==> src/rtl/hazard_control_unit_pkg.sv <==
// Shared types and defaults for the MIPS hazard control unit and its mult/div occupancy tracker.
// Latency: none (declarations only); backpressure: none.
package hazard_control_unit_pkg;

  typedef enum logic [1:0] {
    IDLE = 2'd0,
    BUSY = 2'd1,
    DONE = 2'd2
  } md_state_t;

  localparam logic [4:0] REG_ZERO        = 5'd0;
  localparam int         DEF_MULT_CYCLES = 4;
  localparam int         DEF_DIV_CYCLES  = 32;

  // $0 is hardwired to zero, so it can never be a real producer.
  function automatic logic reg_match(input logic [4:0] w, input logic en, input logic [4:0] r);
    return en && (w != REG_ZERO) && (w == r);
  endfunction

endpackage

==> src/rtl/hazard_control_unit_if.sv <==
// Pipeline-side view of the hazard unit: ID/EX/MEM register info in, stall/flush/forward controls out.
// Latency: wires only; backpressure: stall_F/stall_D hold the front end, flush_E inserts a bubble.
interface hazard_control_unit_if;

  logic [4:0] rs_D;
  logic [4:0] rt_D;
  logic       branch_D;
  logic       hilo_read_D;
  logic       md_start_D;
  logic [4:0] write_reg_E;
  logic       reg_write_E;
  logic       mem_to_reg_E;
  logic       md_start_E;
  logic       md_op_E;
  logic [4:0] write_reg_M;
  logic       reg_write_M;
  logic       mem_to_reg_M;
  logic       stall_F;
  logic       stall_D;
  logic       flush_E;
  logic       forward_a_D;
  logic       forward_b_D;
  logic       md_busy;
  logic       md_done;

  modport master (
    output rs_D, rt_D, branch_D, hilo_read_D, md_start_D,
    output write_reg_E, reg_write_E, mem_to_reg_E, md_start_E, md_op_E,
    output write_reg_M, reg_write_M, mem_to_reg_M,
    input  stall_F, stall_D, flush_E, forward_a_D, forward_b_D, md_busy, md_done
  );

  modport slave (
    input  rs_D, rt_D, branch_D, hilo_read_D, md_start_D,
    input  write_reg_E, reg_write_E, mem_to_reg_E, md_start_E, md_op_E,
    input  write_reg_M, reg_write_M, mem_to_reg_M,
    output stall_F, stall_D, flush_E, forward_a_D, forward_b_D, md_busy, md_done
  );

endinterface

==> src/rtl/hazard_control_unit_md_occupancy_tracker.sv <==
// Tracks multi-cycle mult/div occupancy: md_busy for LAT cycles after the start edge, then a 1-cycle md_done.
// Latency: busy from the edge after md_start_E; backpressure: starts while occupied are ignored.
module md_occupancy_tracker
  import hazard_control_unit_pkg::*;
#(
  parameter int MULT_CYCLES = DEF_MULT_CYCLES,
  parameter int DIV_CYCLES  = DEF_DIV_CYCLES
) (
  input  logic clk,
  input  logic rst_n,
  input  logic md_start_E,
  input  logic md_op_E,
  output logic md_busy,
  output logic md_done
);

  localparam int CNT_W = $clog2(DIV_CYCLES + 1);

  md_state_t          state_q, state_d;
  logic [CNT_W-1:0]   cnt_q, cnt_d;

  always_ff @(posedge clk or negedge rst_n) begin
    if (!rst_n) begin
      state_q <= IDLE;
      cnt_q   <= '0;
    end else begin
      state_q <= state_d;
      cnt_q   <= cnt_d;
    end
  end

  always_comb begin
    state_d = state_q;
    cnt_d   = cnt_q;
    case (state_q)
      IDLE: begin
        if (md_start_E) begin
          state_d = BUSY;
          cnt_d   = md_op_E ? CNT_W'(DIV_CYCLES - 1) : CNT_W'(MULT_CYCLES - 1);
        end
      end
      BUSY: begin
        if (cnt_q == '0) state_d = DONE;
        else             cnt_d   = cnt_q - CNT_W'(1);
      end
      DONE:    state_d = IDLE;
      default: state_d = IDLE;
    endcase
  end

  assign md_busy = (state_q == BUSY);
  assign md_done = (state_q == DONE);

endmodule

==> src/rtl/hazard_control_unit.sv <==
// Detects load-use, branch-in-ID and mult/div-busy hazards; drives stall/flush and ID branch forwarding.
// Latency: all controls combinational (zero cycles); backpressure: stall holds F/D and bubbles E.
module hazard_control_unit
  import hazard_control_unit_pkg::*;
#(
  parameter int MULT_CYCLES = DEF_MULT_CYCLES,
  parameter int DIV_CYCLES  = DEF_DIV_CYCLES
) (
  input  logic                   clk,
  input  logic                   rst_n,
  hazard_control_unit_if.slave   hz
);

  logic md_busy;
  logic md_done;
  logic e_hits_rs, e_hits_rt, m_hits_rs, m_hits_rt;
  logic lw_stall, br_stall, md_stall, stall;

  md_occupancy_tracker #(
    .MULT_CYCLES (MULT_CYCLES),
    .DIV_CYCLES  (DIV_CYCLES)
  ) u_md_occupancy_tracker (
    .clk        (clk),
    .rst_n      (rst_n),
    .md_start_E (hz.md_start_E),
    .md_op_E    (hz.md_op_E),
    .md_busy    (md_busy),
    .md_done    (md_done)
  );

  assign e_hits_rs = reg_match(hz.write_reg_E, hz.reg_write_E, hz.rs_D);
  assign e_hits_rt = reg_match(hz.write_reg_E, hz.reg_write_E, hz.rt_D);
  assign m_hits_rs = reg_match(hz.write_reg_M, hz.reg_write_M, hz.rs_D);
  assign m_hits_rt = reg_match(hz.write_reg_M, hz.reg_write_M, hz.rt_D);

  assign lw_stall = hz.mem_to_reg_E && (e_hits_rs || e_hits_rt);
  // A branch compares in ID, so any EX result and a MEM load are both too late to forward.
  assign br_stall = hz.branch_D &&
                    ((e_hits_rs || e_hits_rt) || (hz.mem_to_reg_M && (m_hits_rs || m_hits_rt)));
  assign md_stall = (hz.hilo_read_D || hz.md_start_D) && (md_busy || md_done);
  assign stall    = lw_stall || br_stall || md_stall;

  // During reset the front end runs free and EX is held as a bubble.
  assign hz.stall_F     = rst_n && stall;
  assign hz.stall_D     = rst_n && stall;
  assign hz.flush_E     = !rst_n || stall;
  assign hz.forward_a_D = rst_n && m_hits_rs;
  assign hz.forward_b_D = rst_n && m_hits_rt;
  assign hz.md_busy     = md_busy;
  assign hz.md_done     = md_done;

endmodule

==> src/flat_wrapper.sv <==
// flat-port wrapper written by rule: the top's interface ports become plain ports
module hazard_control_unit_flat import hazard_control_unit_pkg::*;
#(
  parameter int MULT_CYCLES = DEF_MULT_CYCLES,
  parameter int DIV_CYCLES  = DEF_DIV_CYCLES
)
  (clk, rst_n, hz_rs_D, hz_rt_D, hz_branch_D, hz_hilo_read_D, hz_md_start_D, hz_write_reg_E, hz_reg_write_E, hz_mem_to_reg_E, hz_md_start_E, hz_md_op_E, hz_write_reg_M, hz_reg_write_M, hz_mem_to_reg_M, hz_stall_F, hz_stall_D, hz_flush_E, hz_forward_a_D, hz_forward_b_D, hz_md_busy, hz_md_done);
  hazard_control_unit_if hz_i ();
  input  logic clk;
  input  logic rst_n;
  input wire logic [$bits(hz_i.rs_D)-1:0] hz_rs_D;
  input wire logic [$bits(hz_i.rt_D)-1:0] hz_rt_D;
  input wire logic [$bits(hz_i.branch_D)-1:0] hz_branch_D;
  input wire logic [$bits(hz_i.hilo_read_D)-1:0] hz_hilo_read_D;
  input wire logic [$bits(hz_i.md_start_D)-1:0] hz_md_start_D;
  input wire logic [$bits(hz_i.write_reg_E)-1:0] hz_write_reg_E;
  input wire logic [$bits(hz_i.reg_write_E)-1:0] hz_reg_write_E;
  input wire logic [$bits(hz_i.mem_to_reg_E)-1:0] hz_mem_to_reg_E;
  input wire logic [$bits(hz_i.md_start_E)-1:0] hz_md_start_E;
  input wire logic [$bits(hz_i.md_op_E)-1:0] hz_md_op_E;
  input wire logic [$bits(hz_i.write_reg_M)-1:0] hz_write_reg_M;
  input wire logic [$bits(hz_i.reg_write_M)-1:0] hz_reg_write_M;
  input wire logic [$bits(hz_i.mem_to_reg_M)-1:0] hz_mem_to_reg_M;
  output wire logic [$bits(hz_i.stall_F)-1:0] hz_stall_F;
  output wire logic [$bits(hz_i.stall_D)-1:0] hz_stall_D;
  output wire logic [$bits(hz_i.flush_E)-1:0] hz_flush_E;
  output wire logic [$bits(hz_i.forward_a_D)-1:0] hz_forward_a_D;
  output wire logic [$bits(hz_i.forward_b_D)-1:0] hz_forward_b_D;
  output wire logic [$bits(hz_i.md_busy)-1:0] hz_md_busy;
  output wire logic [$bits(hz_i.md_done)-1:0] hz_md_done;
  assign hz_i.rs_D = hz_rs_D;
  assign hz_i.rt_D = hz_rt_D;
  assign hz_i.branch_D = hz_branch_D;
  assign hz_i.hilo_read_D = hz_hilo_read_D;
  assign hz_i.md_start_D = hz_md_start_D;
  assign hz_i.write_reg_E = hz_write_reg_E;
  assign hz_i.reg_write_E = hz_reg_write_E;
  assign hz_i.mem_to_reg_E = hz_mem_to_reg_E;
  assign hz_i.md_start_E = hz_md_start_E;
  assign hz_i.md_op_E = hz_md_op_E;
  assign hz_i.write_reg_M = hz_write_reg_M;
  assign hz_i.reg_write_M = hz_reg_write_M;
  assign hz_i.mem_to_reg_M = hz_mem_to_reg_M;
  assign hz_stall_F = hz_i.stall_F;
  assign hz_stall_D = hz_i.stall_D;
  assign hz_flush_E = hz_i.flush_E;
  assign hz_forward_a_D = hz_i.forward_a_D;
  assign hz_forward_b_D = hz_i.forward_b_D;
  assign hz_md_busy = hz_i.md_busy;
  assign hz_md_done = hz_i.md_done;
  hazard_control_unit #(.MULT_CYCLES(MULT_CYCLES), .DIV_CYCLES(DIV_CYCLES)) u_core (.clk(clk), .rst_n(rst_n), .hz(hz_i));
endmodule
==> config.mk <==
export PLATFORM = sky130hd
export DESIGN_NAME = hazard_control_unit_flat
export DESIGN_NICKNAME = d
export VERILOG_FILES = /design/src/rtl/hazard_control_unit_pkg.sv /design/src/rtl/hazard_control_unit_if.sv /design/src/rtl/hazard_control_unit_md_occupancy_tracker.sv /design/src/rtl/hazard_control_unit.sv /design/src/flat_wrapper.sv
export SDC_FILE = /design/constraint.sdc
export NUM_CORES = 1
export LEC_CHECK = 0
export CORE_MARGIN = 4
export CORE_UTILIZATION = 45
export CTS_CLUSTER_SIZE = 20
export DETAILED_ROUTE_END_ITERATION = 10
export GPL_ROUTABILITY_DRIVEN = 1
export PLACE_DENSITY = 0.95
export SYNTH_ARGS = -nofsm -noshare
export SYNTH_HDL_FRONTEND = slang
export SYNTH_SLANG_ARGS = --single-unit
==> constraint.sdc <==
create_clock -name clk -period 4.54 [get_ports clk]
set_input_delay 1.135 -clock clk [delete_from_list [all_inputs] [get_ports clk]]
set_output_delay 1.135 -clock clk [all_outputs]
set_load 0.005 [all_outputs]
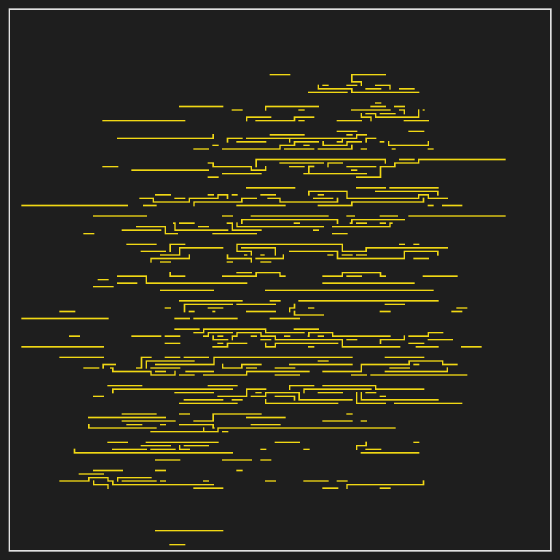
met1.png
157 nets have wire on it. The layer holds 42% of the routed length.

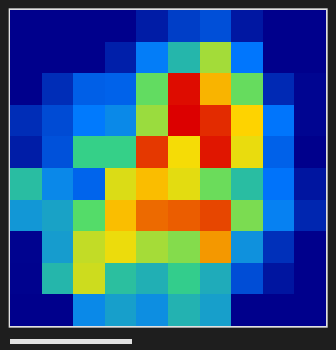
wire_density.png
Scale bar: 20 um. 10 x 10 tiles, from dark blue (low) to red (high), scaled to the fullest tile. Values are wire area over tile area, all layers added.
24% of the tiles are nearly empty. The fullest tile reaches 0.45. The mean over all tiles is 0.15. The emptiest ninth of the die: upper left.

kinds of logic (layout without fill, tap and decap cells):
family	count (synthesis)	in the layout	synth area share, %
and+or+nand+nor	36	36	22.2
buffers and inverters	8	47	4.03
AOI/OAI and AO/OA	22	22	19.7
muxes	2	2	2.30
adders and majority gates	6	6	8.63
xor gates and xnor gates	20	20	20.1
DFF	8	8	23.0
synth_stat cells, types with 2 or more instances:
master     count
nor3_1         3
xor2_1         4
a21oi_1        3
o22a_1         2
ha_1           6
nand3_1        6
and3_1         2
o21ai_0        4
nand2_1       10
inv_1          6
mux2i_1        2
o2111ai_1      2
dfrtp_1        8
nor2b_1        2
xnor2_1       16
nor2_1         4
==> summary.txt <==
Type of element capturing the critical path -> output pin
Total setup violations reported at the end of the flow -> 0
End-of-flow core utilization -> 72.3%
Post-layout period usage -> 95.2%
Type of the most critical hold path -> reg -> reg
DRC viols -> 0
Most instantiated logic cells after routing -> 37 x clkdlybuf4s50_1, 16 x xnor2_1, 10 x nand2_1, 8 x dfrtp_1
Syn avg cell area -> 8.53 um^2
Worst R2R End -> u_core.u_md_occupancy_tracker.cnt_q[5]
Final worst path period need -> 4320 ps
Combinational gate count -> 86
Data buffer area share -> 29.3%
Share of the yosys chip area belonging to registers -> 23.0%
Pins Over Slew Limit -> 0
Leading cell type in the layout, fill and taps excluded -> clkdlybuf4s50_1
Tap cell count -> 25
Starting DRC count in detailed routing -> 26
Cell area after technology mapping -> 870 um^2
Status -> finished, final reports clean
Crit path max fanout -> 3
Final-layout worst hold slack -> 535 ps
Input/output buffers -> 37
Multi-input logic portion of the cell area -> 49.2%
Leakage power summed over all cells -> 0.503 nW
Maximum clock frequency -> 0.231 GHz
Pwr/cell area -> 425 nW/um^2
Crit path max-delay cell type -> clkdlybuf4s50_1
Final-layout fill cell count -> 132
CTS Hold Bufs -> 0
Clock Pin Slew Worst Setup and Hold Paths -> 50 ps
Met1 usage in global routing -> 23.9%
Setup_tns -> 0 ps
Clock tree from TritonCTS -> built
Number of instances on the worst hold path -> 1
Area of all placed cells without fillers -> 1290 um^2
Cell type with the largest total area -> dfrtp_1
Share of final-layout standard cells stronger than drive strength 1 -> 7.09%
DIE HEIGHT -> 52.0 um
Tally of clock buffers in the finished layout -> 3
Leading cell types by total area after synthesis -> dfrtp_1 23%, xnor2_1 16%, ha_1 8.6%
Internal power -> 0.000309 W
Register bit count reported by yosys -> 8
Max Used Layer -> met4
Warnings from Yosys -> 0
Number of buffers outside the clock class in the layout -> 38
Final routed wirelength across all metal layers -> 2580 um
Post-place setup slack -> 223 ps
Number of warnings in the stage logs -> 30
Detailed-route wire length on metal 1 -> 1080 um
Total overflow reported by the global router -> 0
Critical path launch point -> hz_write_reg_M[0]
Total of max-cap violations -> 0
Worst path setup slack after routing -> 218 ps
No activity file was given, so power comes from the tool's default toggle rates.
